<file path="src/rtl/intr_ctl_pkg.sv">
// Shared definitions for the interrupt controller: system register numbers,
// SCS bit positions, the unmapped-register read pattern and the FSM encoding.
// Optional feature macro used by this slice: INTR_MASK_EN (per-source enable in sysreg 4).
package intr_ctl_pkg;

  // System register numbers as seen by RSR/WSR
  localparam logic [2:0] SREG_SCS  = 3'd0;
  localparam logic [2:0] SREG_SIH  = 3'd1;
  localparam logic [2:0] SREG_SRA  = 3'd2;
  localparam logic [2:0] SREG_SII  = 3'd3;
  localparam logic [2:0] SREG_SIM  = 3'd4;
  localparam logic [2:0] SREG_RSV5 = 3'd5;
  localparam logic [2:0] SREG_SR0  = 3'd6;
  localparam logic [2:0] SREG_SR1  = 3'd7;

  // Bit positions inside SCS = {OM,CM,OIE,IE}
  localparam int SCS_IE  = 0;
  localparam int SCS_OIE = 1;
  localparam int SCS_CM  = 2;
  localparam int SCS_OM  = 3;

  // Read value for unimplemented register slots
  localparam logic [15:0] SREG_FILL = 16'hFAFA;

  // Controller state encoding
  typedef enum logic [1:0] {
    IDLE = 2'd0,
    PEND = 2'd1,
    HOLD = 2'd2
  } intr_state_e;

endpackage

</file>
<file path="src/rtl/intr_prio_enc.sv">
// Fixed-priority encoder: reports whether any request is set and the lowest set index.
// Purely combinational, no state; index 0 has the highest priority.
module intr_prio_enc #(
  parameter int N  = 3,
  parameter int IW = (N > 1) ? $clog2(N) : 1
) (
  input  logic [N-1:0]  req_i,
  output logic          vld_o,
  output logic [IW-1:0] idx_o
);

  // Scan from the top so the lowest set index is the last assignment and wins
  always_comb begin
    vld_o = |req_i;
    idx_o = '0;
    for (int i = N - 1; i >= 0; i--) begin
      if (req_i[i]) idx_o = IW'(i);
    end
  end

endmodule

</file>
<file path="src/rtl/intr_ctl.sv">
// Interrupt controller and system-register file for the 16-bit pipelined core.
// IRQ rises one cycle after a qualifying INTR; RSR reads are combinational, WSR lands at the edge.
// Optional macro INTR_MASK_EN adds the per-source enable register SIM at sysreg 4.
module intr_ctl
  import intr_ctl_pkg::*;
#(
  parameter int               DBITS     = 16,
  parameter int               NSRC      = 3,
  parameter logic [DBITS-1:0] SIH_RESET = 'h0010,
  parameter int               HOLDOFF   = 2,
  parameter int               CBITS     = 2
) (
  input  logic             CLK,
  input  logic             INIT,
  input  logic [NSRC-1:0]  INTR,
  output logic             IRQ,
  input  logic             IRQ_ACK,
  input  logic [DBITS-1:0] RET_PC,
  output logic [DBITS-1:0] HANDLER,
  input  logic             RETI,
  output logic [DBITS-1:0] RETI_PC,
  input  logic [2:0]       SRNO,
  output logic [DBITS-1:0] SRRD,
  input  logic             SRWE,
  input  logic [DBITS-1:0] SRWD,
  output logic [3:0]       SCS
);

  localparam int IW = (NSRC > 1) ? $clog2(NSRC) : 1;
  // Counter load on RETI; a HOLDOFF of 0 bypasses HOLD entirely
  localparam logic [CBITS-1:0] HOLD_LOAD = CBITS'((HOLDOFF > 0) ? HOLDOFF - 1 : 0);

  intr_state_e      state_q;
  logic             irq_q;
  logic [IW-1:0]    win_q;
  logic [CBITS-1:0] cnt_q;

  logic [3:0]       scs_q,  scs_d;
  logic [DBITS-1:0] sih_q,  sih_d;
  logic [DBITS-1:0] sra_q,  sra_d;
  logic [DBITS-1:0] sii_q,  sii_d;
  logic [DBITS-1:0] sr0_q,  sr0_d;
  logic [DBITS-1:0] sr1_q,  sr1_d;

  logic [NSRC-1:0]  req;
  logic             req_vld;
  logic [IW-1:0]    req_idx;
  logic             ack_take;
  logic             reti_take;

`ifdef INTR_MASK_EN
  logic [NSRC-1:0]  sim_q, sim_d;
  assign req = INTR & sim_q;
`else
  assign req = INTR;
`endif

  intr_prio_enc #(.N(NSRC), .IW(IW)) u_prio (
    .req_i (req),
    .vld_o (req_vld),
    .idx_o (req_idx)
  );

  // An acknowledge only counts while a request is outstanding, and it shadows a same-cycle RETI
  assign ack_take  = (state_q == PEND) && IRQ_ACK;
  assign reti_take = RETI && !ack_take;

  // Next-state of the system registers: software write first, then entry/return updates override
  always_comb begin
    scs_d = scs_q;
    sih_d = sih_q;
    sra_d = sra_q;
    sii_d = sii_q;
    sr0_d = sr0_q;
    sr1_d = sr1_q;
`ifdef INTR_MASK_EN
    sim_d = sim_q;
`endif
    if (SRWE) begin
      case (SRNO)
        SREG_SCS: scs_d = SRWD[3:0];
        SREG_SIH: sih_d = SRWD;
        SREG_SRA: sra_d = SRWD;
        SREG_SII: sii_d = SRWD;
`ifdef INTR_MASK_EN
        SREG_SIM: sim_d = SRWD[NSRC-1:0];
`endif
        SREG_SR0: sr0_d = SRWD;
        SREG_SR1: sr1_d = SRWD;
        default: ;
      endcase
    end
    if (ack_take) begin
      sra_d          = RET_PC;
      sii_d          = DBITS'(win_q);
      scs_d[SCS_OIE] = scs_q[SCS_IE];
      scs_d[SCS_IE]  = 1'b0;
      scs_d[SCS_OM]  = scs_q[SCS_CM];
      scs_d[SCS_CM]  = 1'b1;
    end else if (reti_take) begin
      scs_d[SCS_IE]  = scs_q[SCS_OIE];
      scs_d[SCS_CM]  = scs_q[SCS_OM];
    end
  end

  // System register storage
  always_ff @(posedge CLK) begin
    if (INIT) begin
      scs_q <= '0;
      sih_q <= SIH_RESET;
      sra_q <= '0;
      sii_q <= '0;
      sr0_q <= '0;
      sr1_q <= '0;
`ifdef INTR_MASK_EN
      sim_q <= '1;
`endif
    end else begin
      scs_q <= scs_d;
      sih_q <= sih_d;
      sra_q <= sra_d;
      sii_q <= sii_d;
      sr0_q <= sr0_d;
      sr1_q <= sr1_d;
`ifdef INTR_MASK_EN
      sim_q <= sim_d;
`endif
    end
  end

  // Request FSM: arbitrate in IDLE, hold the winner in PEND, block new requests in HOLD after RETI
  always_ff @(posedge CLK) begin
    if (INIT) begin
      state_q <= IDLE;
      irq_q   <= 1'b0;
      win_q   <= '0;
      cnt_q   <= '0;
    end else if (reti_take) begin
      irq_q   <= 1'b0;
      cnt_q   <= HOLD_LOAD;
      state_q <= (HOLDOFF == 0) ? IDLE : HOLD;
    end else begin
      case (state_q)
        IDLE: begin
          if (scs_q[SCS_IE] && req_vld) begin
            win_q   <= req_idx;
            irq_q   <= 1'b1;
            state_q <= PEND;
          end
        end
        PEND: begin
          // A WSR clearing IE withdraws the request at the same edge it lands
          if (IRQ_ACK || !scs_d[SCS_IE]) begin
            irq_q   <= 1'b0;
            state_q <= IDLE;
          end
        end
        HOLD: begin
          if (cnt_q == '0) state_q <= IDLE;
          else             cnt_q   <= cnt_q - CBITS'(1);
        end
        default: begin
          irq_q   <= 1'b0;
          state_q <= IDLE;
        end
      endcase
    end
  end

  // Combinational RSR read mux
  always_comb begin
    SRRD = DBITS'(SREG_FILL);
    case (SRNO)
      SREG_SCS: SRRD = DBITS'(scs_q);
      SREG_SIH: SRRD = sih_q;
      SREG_SRA: SRRD = sra_q;
      SREG_SII: SRRD = sii_q;
`ifdef INTR_MASK_EN
      SREG_SIM: SRRD = DBITS'(sim_q);
`endif
      SREG_SR0: SRRD = sr0_q;
      SREG_SR1: SRRD = sr1_q;
      default:  SRRD = DBITS'(SREG_FILL);
    endcase
  end

  assign IRQ     = irq_q;
  assign HANDLER = sih_q;
  assign RETI_PC = sra_q;
  assign SCS     = scs_q;

endmodule

</file>
<file path="config.mk">
export PLATFORM = sky130hd
export DESIGN_NAME = intr_ctl
export DESIGN_NICKNAME = d
export VERILOG_FILES = /design/src/rtl/intr_ctl_pkg.sv /design/src/rtl/intr_prio_enc.sv /design/src/rtl/intr_ctl.sv
export SDC_FILE = /design/constraint.sdc
export NUM_CORES = 1
export LEC_CHECK = 0
export ABC_AREA = 1
export CAP_MARGIN = 10
export CORE_MARGIN = 5
export CORE_UTILIZATION = 30
export DETAILED_ROUTE_END_ITERATION = 7
export GPL_TIMING_DRIVEN = 0
export PLACE_DENSITY = 0.51
export SYNTH_ARGS = -nofsm -noshare
export SYNTH_HDL_FRONTEND = slang
export SYNTH_HIERARCHICAL = 1
export SYNTH_SLANG_ARGS = --single-unit
</file>
<file path="constraint.sdc">
create_clock -name CLK -period 2.4 [get_ports CLK]
set_input_delay 0.24 -clock CLK [delete_from_list [all_inputs] [get_ports CLK]]
set_output_delay 0.24 -clock CLK [all_outputs]
set_load 0.01 [all_outputs]
</file>
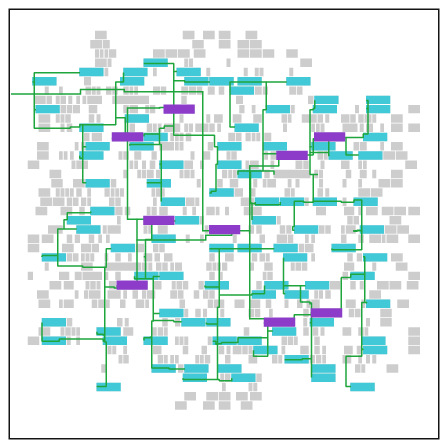
run_1/clock_wires.png
legend:
  flip-flops:
    colour: cyan
    count: 91
  clock wires:
    colour: green
    length: 1,260 µm
  clock-net drivers:
    colour: purple
    count: 9
flops lie: widely spread

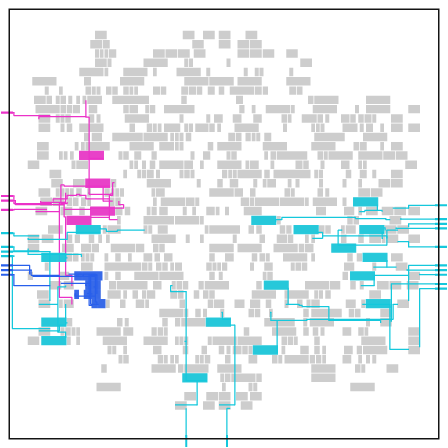
run_1/port_trees.png
legend:
  `SCS`:
    colour: magenta
    direction: output
    edge: west
    end_cells: 4
    buffers: 4
    wire: 276 µm
  `HANDLER`:
    colour: cyan
    direction: output
    edge: 10 east, 4 west, 2 south
    end_cells: 16
    buffers: 16
    wire: 664 µm
  `SRNO`:
    colour: blue
    direction: input
    edge: west
    end_cells: 10
    buffers: 3
    wire: 122 µm

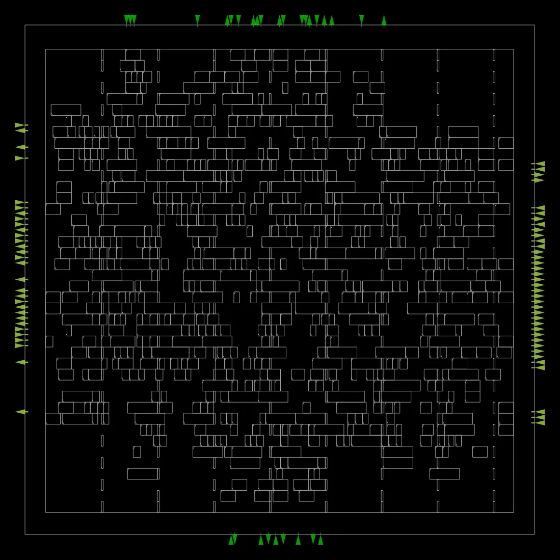
run_1/placed.png
fraction of area in registers: 0.327
row count: 42
total number of tap cells: 176
Seq Cell Count: 91

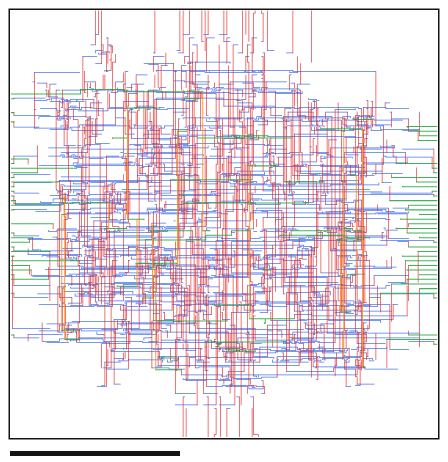
run_1/layers.png
Scale bar: 50 µm.
legend:
  M4:
    colour: orange
    wire_length: 496 µm
  M2:
    colour: red
    wire_length: 7,070 µm
  M3:
    colour: green
    wire_length: 913 µm
  M1:
    colour: blue
    wire_length: 7,130 µm

==> run 1: per-layer routing <==
metal | vias to the layer above | GRT usage
li1 | 2056 | -
met1 | 1998 | 0.257
met2 | 149 | 0.304
met3 | 34 | 0.0449
met4 | 0 | 0.0880
met5 | - | 0
==> run 1: kinds of logic after synthesis <==
kind of cell	count (synthesis)	share of synthesized area
AOI/OAI and AO/OA	173	0.253
xor gates and xnor gates	1	0.00218
adders and majority gates	1	0.00312
buffers and inverters	81	0.0842
DFF	91	0.454
and+or+nand+nor	193	0.204
==> run 1: power breakdown <==
| part | leakage, nW | internal (mW) | switching, mW | total, mW |
|---|---|---|---|---|
| clock network | 0.163 | 1.05 | 0.610 | 1.66 |
| logic | 1.19 | 0.188 | 0.239 | 0.428 |
| registers | 0.739 | 1.56 | 0.0323 | 1.59 |
==> run 1: layout by cell type, fill, tap and decap left out, types with 2 or more instances in the layout <==
| master | n |
|---|---|
| sky130_fd_sc_hd__o2111ai_1 | 12 |
| sky130_fd_sc_hd__a211oi_1 | 4 |
| sky130_fd_sc_hd__a221oi_1 | 3 |
| sky130_fd_sc_hd__inv_1 | 43 |
| sky130_fd_sc_hd__a31oi_1 | 17 |
| sky130_fd_sc_hd__clkdlybuf4s50_1 | 90 |
| sky130_fd_sc_hd__clkbuf_2 | 3 |
| sky130_fd_sc_hd__buf_4 | 5 |
| sky130_fd_sc_hd__nand4_1 | 3 |
| sky130_fd_sc_hd__nand3_1 | 26 |
| sky130_fd_sc_hd__nor2_4 | 2 |
| sky130_fd_sc_hd__a22oi_2 | 3 |
| sky130_fd_sc_hd__clkbuf_1 | 13 |
| sky130_fd_sc_hd__bufinv_16 | 3 |
| sky130_fd_sc_hd__dfxtp_1 | 91 |
| sky130_fd_sc_hd__clkbuf_16 | 9 |
| sky130_fd_sc_hd__o21ai_0 | 55 |
| sky130_fd_sc_hd__buf_2 | 11 |
| sky130_fd_sc_hd__nor2_1 | 45 |
| sky130_fd_sc_hd__clkbuf_4 | 3 |
| sky130_fd_sc_hd__nand2_2 | 4 |
| sky130_fd_sc_hd__a21oi_1 | 57 |
| sky130_fd_sc_hd__nand2_1 | 105 |
| sky130_fd_sc_hd__nor2_2 | 3 |
| sky130_fd_sc_hd__inv_2 | 5 |
| sky130_fd_sc_hd__a22oi_1 | 20 |
==> run 1: stage by stage <==
step / power [mW] / area, µm²
6_report: 3.68 / 5570
5_1_grt: 3.80 / 5570
4_1_cts: 3.69 / 5560
3_5_place_dp: 2.04 / 5170
3_3_place_gp: 2.04 / 5170
2_1_floorplan: 1.79 / 4010
==> run 1: critical path, delay by kind of cell <==
kind / cells / cell delay [ps]
compound gates: 2 / 430
buf+inv: 5 / 1300
simple gates: 1 / 130
==> run 1: path summary, 6_finish.rpt <==
check / from / to / slack [ps] / cells after the start
worst max-delay path: SRNO[0] / SRRD[14] / 50 / 8
worst max register to register: state_q[1] / RETI_PC[8] / 770 / 6
worst min register to register: win_q[1] / win_q[1] / 450 / 2
worst min-delay path: INIT / SCS[2] / 280 / 2
==> run 1: repair_timing <==
item                                    CTS  global route
buffers inserted                          1             0
endpoints found under the setup margin   16            11
gates resized                            17             5
pin swaps                                 1             0
==> git commit body, run 1 <==
Record implementation results from latest flow run

- Run status: finished clean
- Area fraction of clock buffers and clock inverters: 0.0618
- RSZ-0062 raised after global routing: no
- Synthesized registers: around 91
- The layout has 12 clock buffers.
- Final setup slack of the worst path: between 50 and 60 ps
* Fill cell total of the finished layout: 1,368
- Quantity of hold-fixing buffers added after cts: 0
- Per the post-synthesis report, the nets total 584.
- Drt total wl: ~16,000 µm
- In this run the VDD rail shows a maximum IR drop of 0.326 mV.
* DP HPWL: ~12,000 µm
- sky130_fd_sc_hd__dfxtp_1 takes more of the synthesized area than any other cell.
- Per the detail_route log, met2 wirelength is between 7000 and 8000 µm.
- The count of buffers added on input and output ports is 94.
- Buffers excl. clock: approximately 130
- Post-route period utilization is reported as 0.977.
- Overall via count from detail_route: ~4,200
- Core Box Area: between 10,000 and 15,000 µm²
- Endpoint kind of the worst setup timing path: primary output
- Maximum number of buffers from clock root to sink: 2
- Clock skew after layout: around 5.2 ps
- Layout overhead on the synthesized area: 38.7%
* Relative slew slack: 0.585
- Of the synthesized area, sequential elements account for 0.454.
- In the setup report, the worst path falls into the class primary input to primary output.
- Maximum achievable frequency: between 0.4 and 0.5 GHz
* CTS Buf Count: 9
- Final core utilization: 0.422
- Ranked by total area, the top cell class in this layout is multi-input combinational cells.
* Pin count of the biggest net entering global routing: 15
- The commonest register cell is sky130_fd_sc_hd__dfxtp_1.
run_1/pinout.png
Pins as bars across the die edge, other pins in grey.
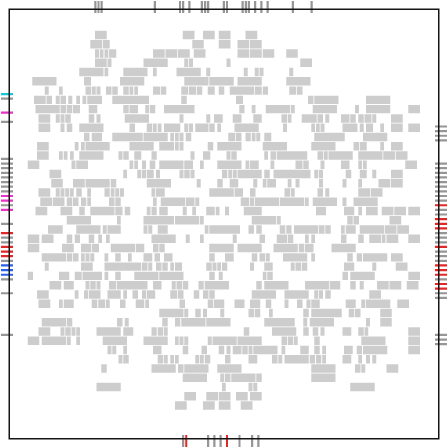

## Run 2: what changed since run 1
--- a/config.mk
+++ b/config.mk
@@ -11,8 +11,7 @@
 export CORE_UTILIZATION = 30
 export DETAILED_ROUTE_END_ITERATION = 7
 export GPL_TIMING_DRIVEN = 0
-export PLACE_DENSITY = 0.51
+export PLACE_DENSITY = 0.5
 export SYNTH_ARGS = -nofsm -noshare
 export SYNTH_HDL_FRONTEND = slang
-export SYNTH_HIERARCHICAL = 1
 export SYNTH_SLANG_ARGS = --single-unit
==> constraint.sdc (replaced) <==
create_clock -name CLK -period 2.4 [get_ports CLK]
set_input_delay 0.24 -clock CLK [delete_from_list [all_inputs] [get_ports CLK]]
set_output_delay 0.24 -clock CLK [all_outputs]
set_load 0.1 [all_outputs]
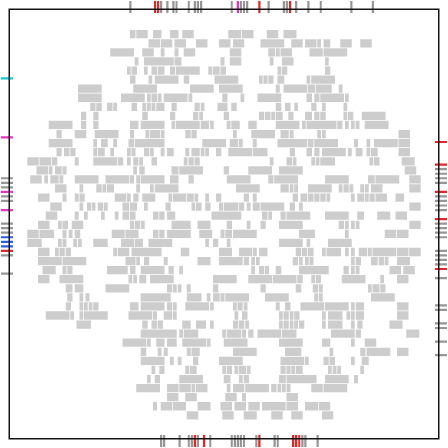
run_2/pinout.png
Pins as bars across the die edge, other pins in grey.
legend:
  `SRNO`:
    colour: blue
    pins: 3
    direction: input
    edge: west
  `CLK`:
    colour: cyan
    pins: 1
    direction: input
    edge: west
  `HANDLER`:
    colour: red
    pins: 16
    direction: output
    edge: 6 south, 5 east, 4 north, 1 west
  `SCS`:
    colour: magenta
    pins: 4
    direction: output
    edge: 3 west, 1 north
all pins by edge: 28 east, 26 north, 24 south, 18 west

==> run 2 against run 1 <==
Effect of this change:
- hold slack got worse by 5.3 ps
- via count rose by 2.3%
- critical path type is now flop to primary output
- non-clock buffer count unchanged
==> git commit body, run 2 <==
Record implementation results from latest flow run

* Run status: finished clean
* Clock skew after layout: between 4 and 5 ps
- Cell leakage power: approximately 2.2 nW
- Per the synthesis report, the XOR/XNOR share of the synthesized area is 0.
- CTS Buf Count: 9
- Layout overhead on the synthesized area: 36.6%
- STA shows the worst reg2reg path with a cell count of 5.
- Detailed routing inserted a total of 4,335 vias.
- Of the post-synthesis cell area, the part taken by muxes is 0.
- Entering global routing, the biggest net connects 15 pins.
* Beginning of the worst register-to-register path: state_q[0]
- Endpoint with the worst hold slack: sr0_q[2]
* Leading register cell type out of synthesis: sky130_fd_sc_hd__dfxtp_1
- Of the combinational cells, the family taking the most area is simple AND/OR/NAND/NOR gates.
- Synthesis produced a netlist with a net count of about 610.
* Final design area excluding fillers: ~5700 µm²
* VDD IR max: 0.291 mV
* Maximum achievable frequency: 0.455 GHz
* Part of the cycle the worst path needs: 0.915
- Kind of cell with the highest combined delay on the critical path: buffers and inverters
* Commonest non-fill, non-tap cell in the layout: sky130_fd_sc_hd__nand2_1
- Counting flops and latches in the post-synthesis netlist gives a little over 90.
- Dominant cell type by area after synthesis: sky130_fd_sc_hd__dfxtp_1
- Endpoint kind of the worst setup timing path: primary output
* Final Power: 3.86 mW
* Yosys simple share: 0.237
- RSZ-0062 raised after global routing: no
* Highest-count cells in the layout ignoring fill and taps: 103 x sky130_fd_sc_hd__nand2_1, 91 x sky130_fd_sc_hd__dfxtp_1, 75 x sky130_fd_sc_hd__clkdlybuf4s50_1
* Buf+Inv Stages, Crit Path: 1
* Maximum number of buffers from clock root to sink: 2
- Count of buffers from port buffering: about 94
* Source of the worst hold timing path: SRWE
- Summing all placed instances gives a cell area of ~5400 µm².
* Fa+ha+maj area frac: 0.00298
* Endpoint of the lowest-slack register-to-register path: RETI_PC[1]
- Row count: approximately 43
* Fill cell total of the finished layout: 1,429
- Note, the detailed placer reported a final HPWL of 11,700 µm.
- Worst Setup Path Type: flop to primary output
* Synth Seq Share: 0.434
- The report gives the cell count of the worst hold path as 3.
- Core Box Area: ~14,000 µm²
- The final layout contains routed wiring with a total length of 16,800 µm.
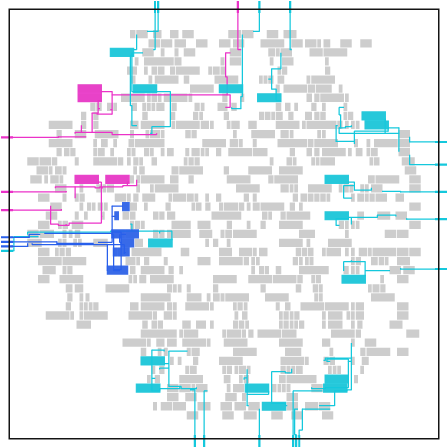
run_2/port_trees.png
legend:
  `SRNO`:
    colour: blue
    direction: input
    edge: west
    end_cells: 8
    buffers: 3
    wire: 154 µm
  `HANDLER`:
    colour: cyan
    direction: output
    edge: 6 south, 5 east, 4 north, 1 west
    end_cells: 16
    buffers: 16
    wire: 673 µm
  `SCS`:
    colour: magenta
    direction: output
    edge: 3 west, 1 north
    end_cells: 4
    buffers: 4
    wire: 245 µm

-- run 2: cell count changes after synthesis, moves of 7 or more --
cell                        change
sky130_fd_sc_hd__a21oi_1       -13
sky130_fd_sc_hd__nand4_1        +7
sky130_fd_sc_hd__o21ai_1        +9
sky130_fd_sc_hd__a211oi_2      +10
sky130_fd_sc_hd__o2111ai_1     -10
sky130_fd_sc_hd__nor2_1        +25
sky130_fd_sc_hd__a22oi_1       -19
-- run 2: logic make-up after synthesis --
group,after synthesis
DFF,91
adders and majority gates,1
AOI/OAI and AO/OA,160
buffers and inverters,85
and+or+nand+nor,226
-- run 2: stage by stage --
step | hold slack [ps] | setup slack, ps | utilization
2_1_floorplan | 309 | -17.0 | -
3_3_place_gp | 435 | -1060 | 0.388
3_5_place_dp | 442 | -1080 | 0.388
4_1_cts | 268 | -31.0 | 0.409
5_1_grt | 294 | 146 | 0.415
6_report | 279 | 203 | 0.415
-- run 2: per-layer routing --
layer  wire [µm]  track usage  part of all wire
met1        7650        0.277              0.46
met2        7770        0.326              0.46
met3         956       0.0375             0.057
met4         395       0.0830             0.024
met5           0            0                 0
-- run 2: cell type report --
class | instances | area share
sequential | 91 | 0.318
inverter | 53 | 0.0362
timing repair buffer | 95 | 0.170
clock inverter | 4 | 0.00829
tap | 180 | 0.0393
clock buffer | 12 | 0.0465
multi-input combinational | 387 | 0.346
buffer | 32 | 0.0356
-- run 2: power breakdown --
group | switching, mW | internal [mW]
Clock | 0.608 | 0.889
Combinational | 0.558 | 0.209
Sequential | 0.0314 | 1.56
-- run 2: worst max-delay path by stage --
stage / from / endpoint / slack [ps] / depth (start not counted)
floorplan: SRNO[0] / SRRD[10] / -20 / 5
global placement: SRNO[2] / SRRD[0] / -1060 / 8
detailed placement: SRNO[2] / SRRD[0] / -1080 / 8
CTS: SRNO[1] / SRRD[1] / -30 / 7
global route: SCS[0] / SCS[0] / 150 / 1
finish: SCS[2] / SCS[2] / 200 / 1
-- run 2: repair_timing --
action | in CTS | in global routing
gates resized | 101 | 17
setup endpoints to repair | 16 | 16
buffers inserted | 0 | 1
run_2/placed.png
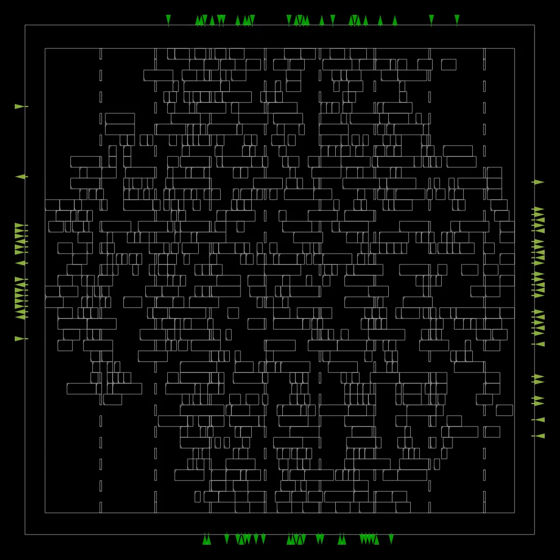

## Run 3: what changed since run 2
--- a/config.mk
+++ b/config.mk
@@ -8,10 +8,10 @@
 export ABC_AREA = 1
 export CAP_MARGIN = 10
 export CORE_MARGIN = 5
-export CORE_UTILIZATION = 30
+export CORE_UTILIZATION = 54
 export DETAILED_ROUTE_END_ITERATION = 7
 export GPL_TIMING_DRIVEN = 0
-export PLACE_DENSITY = 0.5
+export PLACE_DENSITY = 0.83
 export SYNTH_ARGS = -nofsm -noshare
 export SYNTH_HDL_FRONTEND = slang
 export SYNTH_SLANG_ARGS = --single-unit
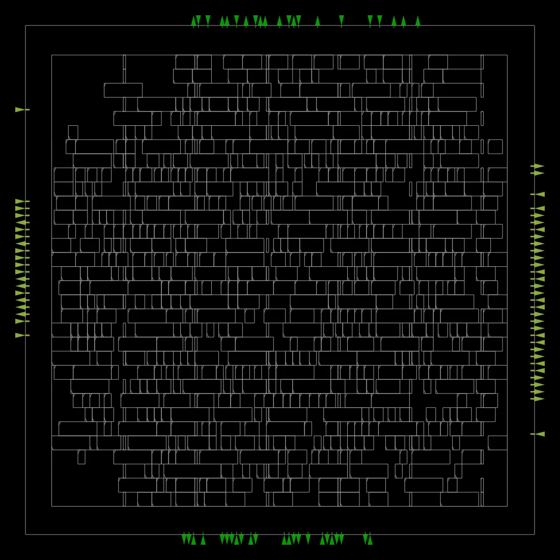
run_3/placed.png
final core utilization: 0.714
fill cell total of the finished layout: 623
total number of tap cells: 102
Core Box Area: 7650 µm²
post-route insts no fill: 775

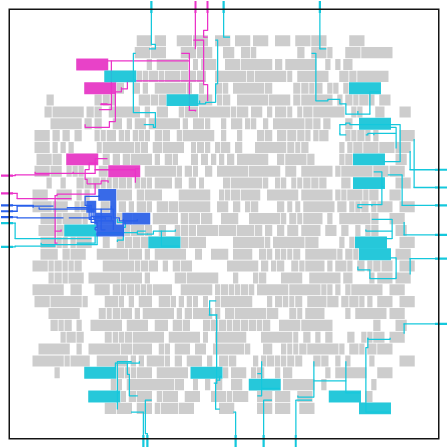
run_3/port_trees.png
legend:
  `SRNO`:
    colour: blue
    direction: input
    edge: west
    end_cells: 8
    buffers: 3
    wire: 107 µm
  `HANDLER`:
    colour: cyan
    direction: output
    edge: 6 east, 5 south, 3 north, 2 west
    end_cells: 16
    buffers: 16
    wire: 562 µm
  `SCS`:
    colour: magenta
    direction: output
    edge: 2 west, 2 north
    end_cells: 4
    buffers: 4
    wire: 222 µm

==> run 3 against run 2 <==
Effect of this change:
- sequential power about the same
- non-clock buffer count is 1 lower
- clock skew grew 1.7 ps
- clock-buffer cell count shrank 3
- maximum frequency is 6.5% lower
- final cell count decreased by 9.3%
- combinational power is 3% lower
- worst setup slack got worse by 150 ps
- critical path type is now primary input to primary output
- largest power group unchanged
==> git commit body, run 3 <==
Record implementation results from latest flow run

* Fraction of power consumed by combinational cells: 0.219
* Instance count along the most critical hold path: 3
* Synthesized registers: ~90
* P_sw: between 1 and 1.5 mW
- The number of hold buffers added after CTS was 0.
- The setup path with the least slack is of type primary input to primary output.
- The most critical hold endpoint after final layout shows a slack of 212 ps.
- The power report attributes to the clock group a share of 0.315.
* Highest-count cells in the layout ignoring fill and taps: 103 x sky130_fd_sc_hd__nand2_1, 91 x sky130_fd_sc_hd__dfxtp_1, 76 x sky130_fd_sc_hd__clkdlybuf4s50_1
* Count of buffers from port buffering: ~94
* Run status: finished clean
- CTS Buf Count: 9
- The script computed the net switching share of total power as 0.343.
* Row count: 32
- OpenSTA, run right after detailed placement, puts the worst setup slack at -967 ps.
- Entering global routing, the biggest net connects 17 pins.
* Design internal power: about 2.2 mW
* Drt total wl: roughly 15,000 µm
- The most used flip-flop cell after synthesis is sky130_fd_sc_hd__dfxtp_1.
- STA classifies the critical path endpoint as a primary output.
- The analysis attributes to cell leakage a power of 2.14 nW.
- Flop-to-flop setup slack: about 750 ps
- Overall via count from detail_route: 4,668
* Part of the cycle the worst path needs: 0.979
- Per the timing report, the most critical flop-to-flop path originates at state_q[0].
- The capture point of the worst register-to-register path is recorded as RETI_PC[8].
- Maximum achievable frequency: 0.426 GHz
- Synth Seq Share: 0.434
* Maximum number of buffers from clock root to sink: 2
- RSZ-0062 raised after global routing: yes
==> run 3: cell type report <==
type,instances,area (µm²),share of cell area
buffer,32,204,0.0373
clock buffer,9,124,0.0227
clock inverter,7,76.3,0.0140
inverter,53,208,0.0380
multi-input combinational,387,1980,0.363
sequential,91,1820,0.333
tap,102,128,0.0234
timing repair buffer,94,921,0.169
==> run 3: repair_timing <==
action	in CTS	in global routing
resized	97	10
setup endpoints to repair	16	16
gates cloned	0	0
==> run 3: routing by layer <==
layer / GRT usage / wire length, µm / vias up / part of all wire
met1: 0.380 / 5640 / 2162 / 0.38
li1: - / - / 2107 / -
met3: 0.0650 / 1770 / 56 / 0.12
met5: 0 / 0 / - / 0
met4: 0.150 / 633 / 0 / 0.043
met2: 0.499 / 6820 / 343 / 0.46
==> run 3: per-stage QoR <==
step | setup TNS (ps) | util | cells | total power [mW] | cell area [µm²]
2_1_floorplan | -34.0 | - | 563 | 2.11 | 4200
3_3_place_gp | -12970 | 0.689 | 759 | 2.35 | 5270
3_5_place_dp | -13410 | 0.689 | 759 | 2.36 | 5270
4_1_cts | 0 | 0.711 | 775 | 3.38 | 5430
5_1_grt | -18.7 | 0.714 | 775 | 3.50 | 5460
6_report | 0 | 0.714 | 775 | 3.41 | 5460
==> run 3: worst min path at each step <==
stage / from / to / slack (ps)
6_report: SRWE / sr0_q[2] / 210
5_1_grt: SRWE / sr0_q[2] / 240
4_1_cts: SRWE / sr0_q[3] / 230
3_5_place_dp: sr0_q[7] / sr0_q[7] / 450
3_3_place_gp: sr0_q[13] / sr0_q[13] / 430
2_1_floorplan: INIT / SCS[1] / 310
==> run 3: power by group through the flow <==
stage                     combinational (mW)  clock, mW  sequential [mW]
final                                  0.747       1.08             1.59
after global routing                   0.776       1.13             1.59
after CTS                              0.733       1.06             1.59
after detailed placement               0.739          0             1.62
after global placement                 0.729          0             1.62
after floorplan                        0.335          0             1.77
==> run 3: critical path: cells and delay by family <==
family | cells | cell delay [ps]
buf+inv | 4 | 1100
simple gates | 4 | 470
compound gates | 1 | 280
==> run 3: kinds of logic (layout without fill, tap and decap cells) <==
family          after synthesis  in the layout  share of synthesized area
buf+inv                      85            195                     0.0959
simple gates                226            226                      0.237
compound gates              160            160                      0.230
flops                        91             91                      0.434
fa+ha+maj                     1              1                    0.00298
No activity file was given, so power comes from the tool's default toggle rates.
